--- src/rtl/mem_port_arbiter.sv ---
// mem_port_arbiter: round-robin sharing of the unified byte memory between the CPU controller and the debug port.
// Supports one outstanding fixed-latency read; a new grant can overlap the cycle that read data returns.
module mem_port_arbiter #(
    parameter int ADDR_W  = 32,
    parameter int DATA_W  = 8,
    parameter int MEM_LAT = 1
) (
    input  logic              clk,
    input  logic              rst,
    input  logic              cpu_req_i,
    input  logic              cpu_we_i,
    input  logic [ADDR_W-1:0] cpu_addr_i,
    input  logic [DATA_W-1:0] cpu_wdata_i,
    output logic              cpu_gnt_o,
    output logic              cpu_rvalid_o,
    output logic [DATA_W-1:0] cpu_rdata_o,
    output logic              cpu_stall_o,
    input  logic              dbg_req_i,
    input  logic              dbg_we_i,
    input  logic [ADDR_W-1:0] dbg_addr_i,
    input  logic [DATA_W-1:0] dbg_wdata_i,
    output logic              dbg_gnt_o,
    output logic              dbg_rvalid_o,
    output logic [DATA_W-1:0] dbg_rdata_o,
    input  logic              dbg_halt_i,
    output logic              mem_en_o,
    output logic              mem_we_o,
    output logic [ADDR_W-1:0] mem_addr_o,
    output logic [DATA_W-1:0] mem_wdata_o,
    input  logic [DATA_W-1:0] mem_rdata_i
);
    typedef enum logic {IDLE, RD_WAIT} state_t;
    localparam logic [2:0] LAT = 3'(MEM_LAT);

    state_t            state_q, state_d;
    logic [2:0]        lat_q, lat_d;
    logic              last_dbg_q, last_dbg_d;
    logic              own_dbg_q, own_dbg_d;
    logic [DATA_W-1:0] cpu_rdata_q, dbg_rdata_q;
    logic              rv_cycle, can_gnt, cpu_elig, pick_dbg, win_we, rd_gnt, cpu_busy;

    // rv_cycle is the only RD_WAIT cycle where a new access may start
    assign rv_cycle  = (state_q == RD_WAIT) && (lat_q == LAT);
    assign can_gnt   = ~rst & ((state_q == IDLE) | rv_cycle);
    assign cpu_elig  = cpu_req_i & ~dbg_halt_i;
    assign pick_dbg  = dbg_req_i & (~cpu_elig | ~last_dbg_q);
    assign cpu_gnt_o = can_gnt & cpu_elig & ~pick_dbg;
    assign dbg_gnt_o = can_gnt & pick_dbg;
    assign mem_en_o  = cpu_gnt_o | dbg_gnt_o;
    assign win_we    = pick_dbg ? dbg_we_i : cpu_we_i;
    assign mem_we_o  = mem_en_o & win_we;
    assign mem_addr_o  = mem_en_o ? (pick_dbg ? dbg_addr_i : cpu_addr_i) : '0;
    assign mem_wdata_o = mem_en_o ? (pick_dbg ? dbg_wdata_i : cpu_wdata_i) : '0;
    assign rd_gnt    = mem_en_o & ~win_we;

    assign cpu_rvalid_o = ~rst & rv_cycle & ~own_dbg_q;
    assign dbg_rvalid_o = ~rst & rv_cycle & own_dbg_q;
    assign cpu_rdata_o  = rst ? '0 : cpu_rvalid_o ? mem_rdata_i : cpu_rdata_q;
    assign dbg_rdata_o  = rst ? '0 : dbg_rvalid_o ? mem_rdata_i : dbg_rdata_q;
    assign cpu_busy     = (state_q == RD_WAIT) & ~own_dbg_q & ~cpu_rvalid_o;
    assign cpu_stall_o  = ~rst & ((cpu_req_i & ~cpu_gnt_o) | cpu_busy | dbg_halt_i);

    always_comb begin
        state_d    = rd_gnt ? RD_WAIT : rv_cycle ? IDLE : state_q;
        lat_d      = rd_gnt ? 3'd1 : rv_cycle ? 3'd0 : (state_q == RD_WAIT) ? lat_q + 3'd1 : lat_q;
        last_dbg_d = mem_en_o ? pick_dbg : last_dbg_q;
        own_dbg_d  = rd_gnt ? pick_dbg : own_dbg_q;
    end

    always_ff @(posedge clk) begin
        if (rst) begin
            state_q     <= IDLE;
            lat_q       <= '0;
            last_dbg_q  <= 1'b1;
            own_dbg_q   <= 1'b0;
            cpu_rdata_q <= '0;
            dbg_rdata_q <= '0;
        end else begin
            state_q     <= state_d;
            lat_q       <= lat_d;
            last_dbg_q  <= last_dbg_d;
            own_dbg_q   <= own_dbg_d;
            cpu_rdata_q <= cpu_rdata_o;
            dbg_rdata_q <= dbg_rdata_o;
        end
    end
endmodule

--- config.mk ---
export PLATFORM = sky130hd
export DESIGN_NAME = mem_port_arbiter
export DESIGN_NICKNAME = d
export VERILOG_FILES = /design/src/rtl/mem_port_arbiter.sv
export SDC_FILE = /design/constraint.sdc
export NUM_CORES = 1
export LEC_CHECK = 0
export CAP_MARGIN = 20
export CORE_ASPECT_RATIO = 2
export CORE_UTILIZATION = 30
export CTS_CLUSTER_DIAMETER = 200
export DETAILED_ROUTE_END_ITERATION = 8
export GPL_TIMING_DRIVEN = 0
export HOLD_SLACK_MARGIN = 0.1
export PLACE_DENSITY = 0.88
export SLEW_MARGIN = 15
export SYNTH_ARGS = -nofsm -noshare
export SYNTH_HDL_FRONTEND = slang
export SYNTH_SLANG_ARGS = --single-unit
--- constraint.sdc ---
create_clock -name clk -period 1.69 [get_ports clk]
set_input_delay 0.169 -clock clk [delete_from_list [all_inputs] [get_ports clk]]
set_output_delay 0.169 -clock clk [all_outputs]
set_load 0.01 [all_outputs]
Metal 3:
Scale: 6 px per um.
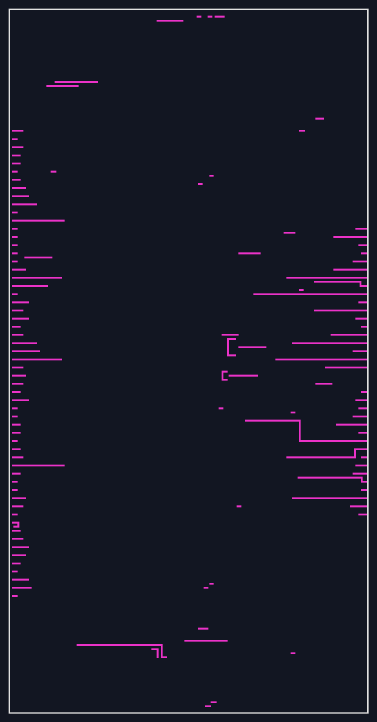
- nets with wire on the layer: 113
- share of all routed wire: 4.2%
- main direction: horizontal
- longest straight run: 18.6 um
- wire length on this layer: 396 um
overall via count from detail_route: 2855
total length of routed wires: 9370 um

Where the registers sit:
Scale: 4 px per um.
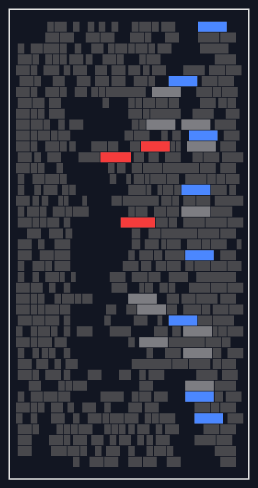
- dbg_rdata_q: blue (sequential cells 8)
- lat_q: red (sequential cells 3)
- not colored: 11
register share of the cell area: 10.4%
sequential power: 555 uW

Clock nets:
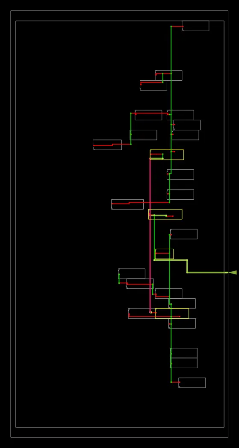
number of sinks driven by the clock tree: 22
Clock Power: 554 uW
clock latency at the later pin of the worst-skew pair: 0.26 ns
CTS Buf Count: 3
Setup Skew: 0.00335 ns

==> results_tabular.tex <==
% Synthesis and place-and-route results
\begin{tabular}{lr}
\hline
Metric & Value \\
\hline
\multicolumn{2}{l}{\textbf{Floorplan}} \\
Cell row count & $\sim$40 \\
DIE AREA & 6970 um2 \\
Height of the die & 117 um \\
N\_taps & 86 \\
Starting Density & 31.2\% \\
Total I/O pin count & 158 \\
DIE WIDTH & roughly 60 um \\
Area of the placeable core & roughly 6400 um2 \\
\multicolumn{2}{l}{\textbf{Synth}} \\
Area share of the largest cell type after synthesis & 22.2\% \\
Library cell occupying the most area in the post-synthesis netlist & sky130\_fd\_sc\_hd\_\_dfxtp\_1 \\
Post-synthesis instance area & 1990 um2 \\
Main flop type & sky130\_fd\_sc\_hd\_\_dfxtp\_1 \\
Unique cell types & 36 \\
Fraction of the mapped netlist area in compound gates & 26.9\% \\
Basic-gate share of the synthesized area counting and, or, nand and nor cells & 22.3\% \\
Post-synthesis share of cell area spent on full adders, half adders and majority gates & 1.26\% \\
Synth Warn \# & 0 \\
MUX area fraction & 18.1\% \\
Top logic family & AND-OR/OR-AND gates \\
Syn nets & 366 \\
Count of mapped cells out of synthesis & 269 \\
Most area-consuming cells after synthesis & sky130\_fd\_sc\_hd\_\_dfxtp\_1 (22\%), sky130\_fd\_sc\_hd\_\_mux2\_2 (18\%), sky130\_fd\_sc\_hd\_\_a21oi\_1 (11\%) \\
Cells in synth\_stat.txt & between 200 and 300 \\
Xor and xnor fraction of the mapped netlist area & 0.441\% \\
Synthesized area divided by synthesized cell count & 7.38 um2 \\
Count of library flops with an enable pin & 0 \\
Async set-reset flop share out of synthesis & 0\% \\
Share of the yosys chip area belonging to registers & 22.2\% \\
Seq cells post-synth & 22 \\
\multicolumn{2}{l}{\textbf{Power}} \\
Peak supply drop & about 0.35 mV \\
Leakage component of the power & 1.82 nW \\
Power density over the cells & 476 nW/um2 \\
\multicolumn{2}{l}{\textbf{Placement}} \\
Instance area after placement & 3690 um2 \\
RePlAce Congestion & 0.818 \\
Number of I/O port buffers & 156 \\
Total placed cells including tap cells & about 510 \\
Worst slack at placement & -0.928 ns \\
\multicolumn{2}{l}{\textbf{Worst setup path}} \\
Worst-case register-to-register setup slack & -0.10 ns \\
Critical path class & flop to primary output \\
Slowest stage delay, CP & 0.50 ns \\
Launching element type of the critical path & flop \\
Reg-to-Reg End & cpu\_rdata\_q[3] \\
Buffer-and-inverter tally for the worst setup path & 2 \\
Levels on crit path & 6 \\
R2r worst-path depth & 9 \\
Start point of the critical path & lat\_q[0] \\
Maximum fanout count along the critical path & 5 \\
Gate family responsible for the most delay along the worst path & simple AND/OR/NAND/NOR gates \\
Critical path, cell by cell & ha\_4, nand2\_4, or4\_4, buf\_8, mux2\_2, buf\_6 \\
Cell at the slowest stage of the critical path & sky130\_fd\_sc\_hd\_\_or4\_4 \\
Critical Path End & dbg\_rdata\_o[7] \\
CP endpoint kind & primary output \\
Startpoint of the lowest-slack register-to-register path & lat\_q[0] \\
\multicolumn{2}{l}{\textbf{Final timing}} \\
Worst Slack Setup Final & -0.450 ns \\
Hold violation count in the final report & 0 \\
Ratio of final minimum period to clock period & 127\% \\
Actual slew at the worst max-slew pin & roughly 0.52 ns \\
Worst Hold Slack & between 0.3 and 0.4 ns \\
Final total negative setup slack & -19.68 ns \\
Final worst path period need & roughly 2.1 ns \\
Achievable Freq & 467 MHz \\
Final Max Slew Viols & 0 \\
RSZ-0062 raised after global routing & yes \\
Setup Viol. Count Final & 71 \\
\multicolumn{2}{l}{\textbf{Clock network}} \\
CTS H-tree depth & 1 \\
Clock tree buffer depth & 2 \\
Clock-pin slew reported for the worst setup and hold paths after clock tree synthesis & 0.06 ns \\
Master cell of the clock root buffer & sky130\_fd\_sc\_hd\_\_clkbuf\_16 \\
\multicolumn{2}{l}{\textbf{GRT}} \\
GR Util All Layers & 26.9\% \\
Most crowded layer after global routing & met2 \\
M1 GR Usage & 25.3\% \\
Met3 demand-to-capacity share in global routing & 2.75\% \\
Global-route track usage on met2 & 56.0\% \\
Grt total ovfl & 0 \\
Antenna violations before repair & 0 \\
Via count of the first global-routing pass & 2987 \\
\multicolumn{2}{l}{\textbf{Cells and area}} \\
Flop area & 445 um2 \\
Number of ordinary and repair buffers in the finished layout & between 200 and 250 \\
Largest class & buffers \\
Utilization after layout & 67.1\% \\
Number of clock-tree buffers in the layout & 4 \\
Share of layout cells above drive strength 1 & 44.2\% \\
Finished Layout Cells & $\sim$540 \\
Relative area of non-clock buffer cells in the final design & between 40\% and 50\% \\
Number of nets in the final layout & 555 \\
Count of filler cells inserted in the layout & 544 \\
Most common library cell in the layout ignoring fill and taps & sky130\_fd\_sc\_hd\_\_clkdlybuf4s50\_1 \\
ANT cells & 0 \\
Most frequently placed logic cells in the final layout & sky130\_fd\_sc\_hd\_\_clkdlybuf4s50\_1 (92), sky130\_fd\_sc\_hd\_\_buf\_2 (42), sky130\_fd\_sc\_hd\_\_nand3\_1 (41), sky130\_fd\_sc\_hd\_\_buf\_6 (40), sky130\_fd\_sc\_hd\_\_a21oi\_2 (39) \\
\#MultiIn Comb & roughly 210 \\
Share of cell area taken by multi-input logic gates & 38.5\% \\
ClkCell Share & 2.08\% \\
Non-Filler Cell Area, Final & 4270 um2 \\
Multi-input logic area & 1640 um2 \\
Number of sequential cells & 22 \\
Synthesis-to-layout area growth & 115\% \\
\multicolumn{2}{l}{\textbf{Routing}} \\
Met2 Routed Length & 5490 um \\
Initial DRC Count & just over 90 \\
Vias per cell & 5.26 \\
Top Layer Used & met4 \\
Count of TritonRoute iterations in the first routing pass & 4 \\
Metal3 WL & 396 um \\
Met1 Routed Length & 3180 um \\
Detailed-route DRC error count & 0 \\
Routed wirelength normalized by instance count & $\sim$17 um \\
\multicolumn{2}{l}{\textbf{Status}} \\
Failing checks & negative setup slack \\
Outcome & complete, but fails checks \\
\multicolumn{2}{l}{\textbf{Flow run}} \\
Max-cap violations & 0 \\
OpenROAD warning count & 30 \\
\multicolumn{2}{l}{\textbf{Worst hold path}} \\
Type of the worst min-delay path & primary input to flop \\
\hline
\end{tabular}
[synth_stat cells, types with 4 or more instances]
master                     instances
sky130_fd_sc_hd__dfxtp_1          22
sky130_fd_sc_hd__o21ai_0          34
sky130_fd_sc_hd__nor2b_1          17
sky130_fd_sc_hd__clkbuf_1         23
sky130_fd_sc_hd__buf_2             4
sky130_fd_sc_hd__o21ai_1           7
sky130_fd_sc_hd__nand2_1           6
sky130_fd_sc_hd__nand2b_1          5
sky130_fd_sc_hd__mux2_2           32
sky130_fd_sc_hd__inv_1             5
sky130_fd_sc_hd__nand3_1          41
sky130_fd_sc_hd__a21oi_1          42
[worst min path at each step]
stage	startpoint	end	cells past startpoint
final	rst	dbg_rdata_q[2]	3
after detailed placement	lat_q[0]	lat_q[0]	2
after CTS	rst	dbg_rdata_q[1]	3
after floorplan	mem_rdata_i[0]	dbg_rdata_q[0]	1
after global routing	rst	dbg_rdata_q[5]	3
after global placement	lat_q[0]	lat_q[0]	2
[registers in the layout (all words and copies together), names as in the netlist]
| name | count |
|---|---|
| last_dbg_q | 1 |
| dbg_rdata_q | 8 |
| cpu_rdata_q | 8 |
| own_dbg_q | 1 |
| state_q | 1 |
| lat_q | 3 |
[what timing repair did]
| action | CTS | global route |
|---|---|---|
| setup endpoints to repair | 67 | 79 |
| setup buffers | 27 | 3 |
| hold endpoints to repair | 0 | 0 |
| gates resized | 368 | 21 |
| pin swaps | 5 | 3 |
| hold buffers | 0 | 0 |
| cloned | 5 | 0 |
[report_power, final]
part | internal, mW | leakage (nW) | switching, mW
Sequential | 0.538 | 0.179 | 0.0168
Combinational | 0.513 | 1.59 | 0.408
Clock | 0.362 | 0.0442 | 0.193
Power and IR drop assume default switching activity.
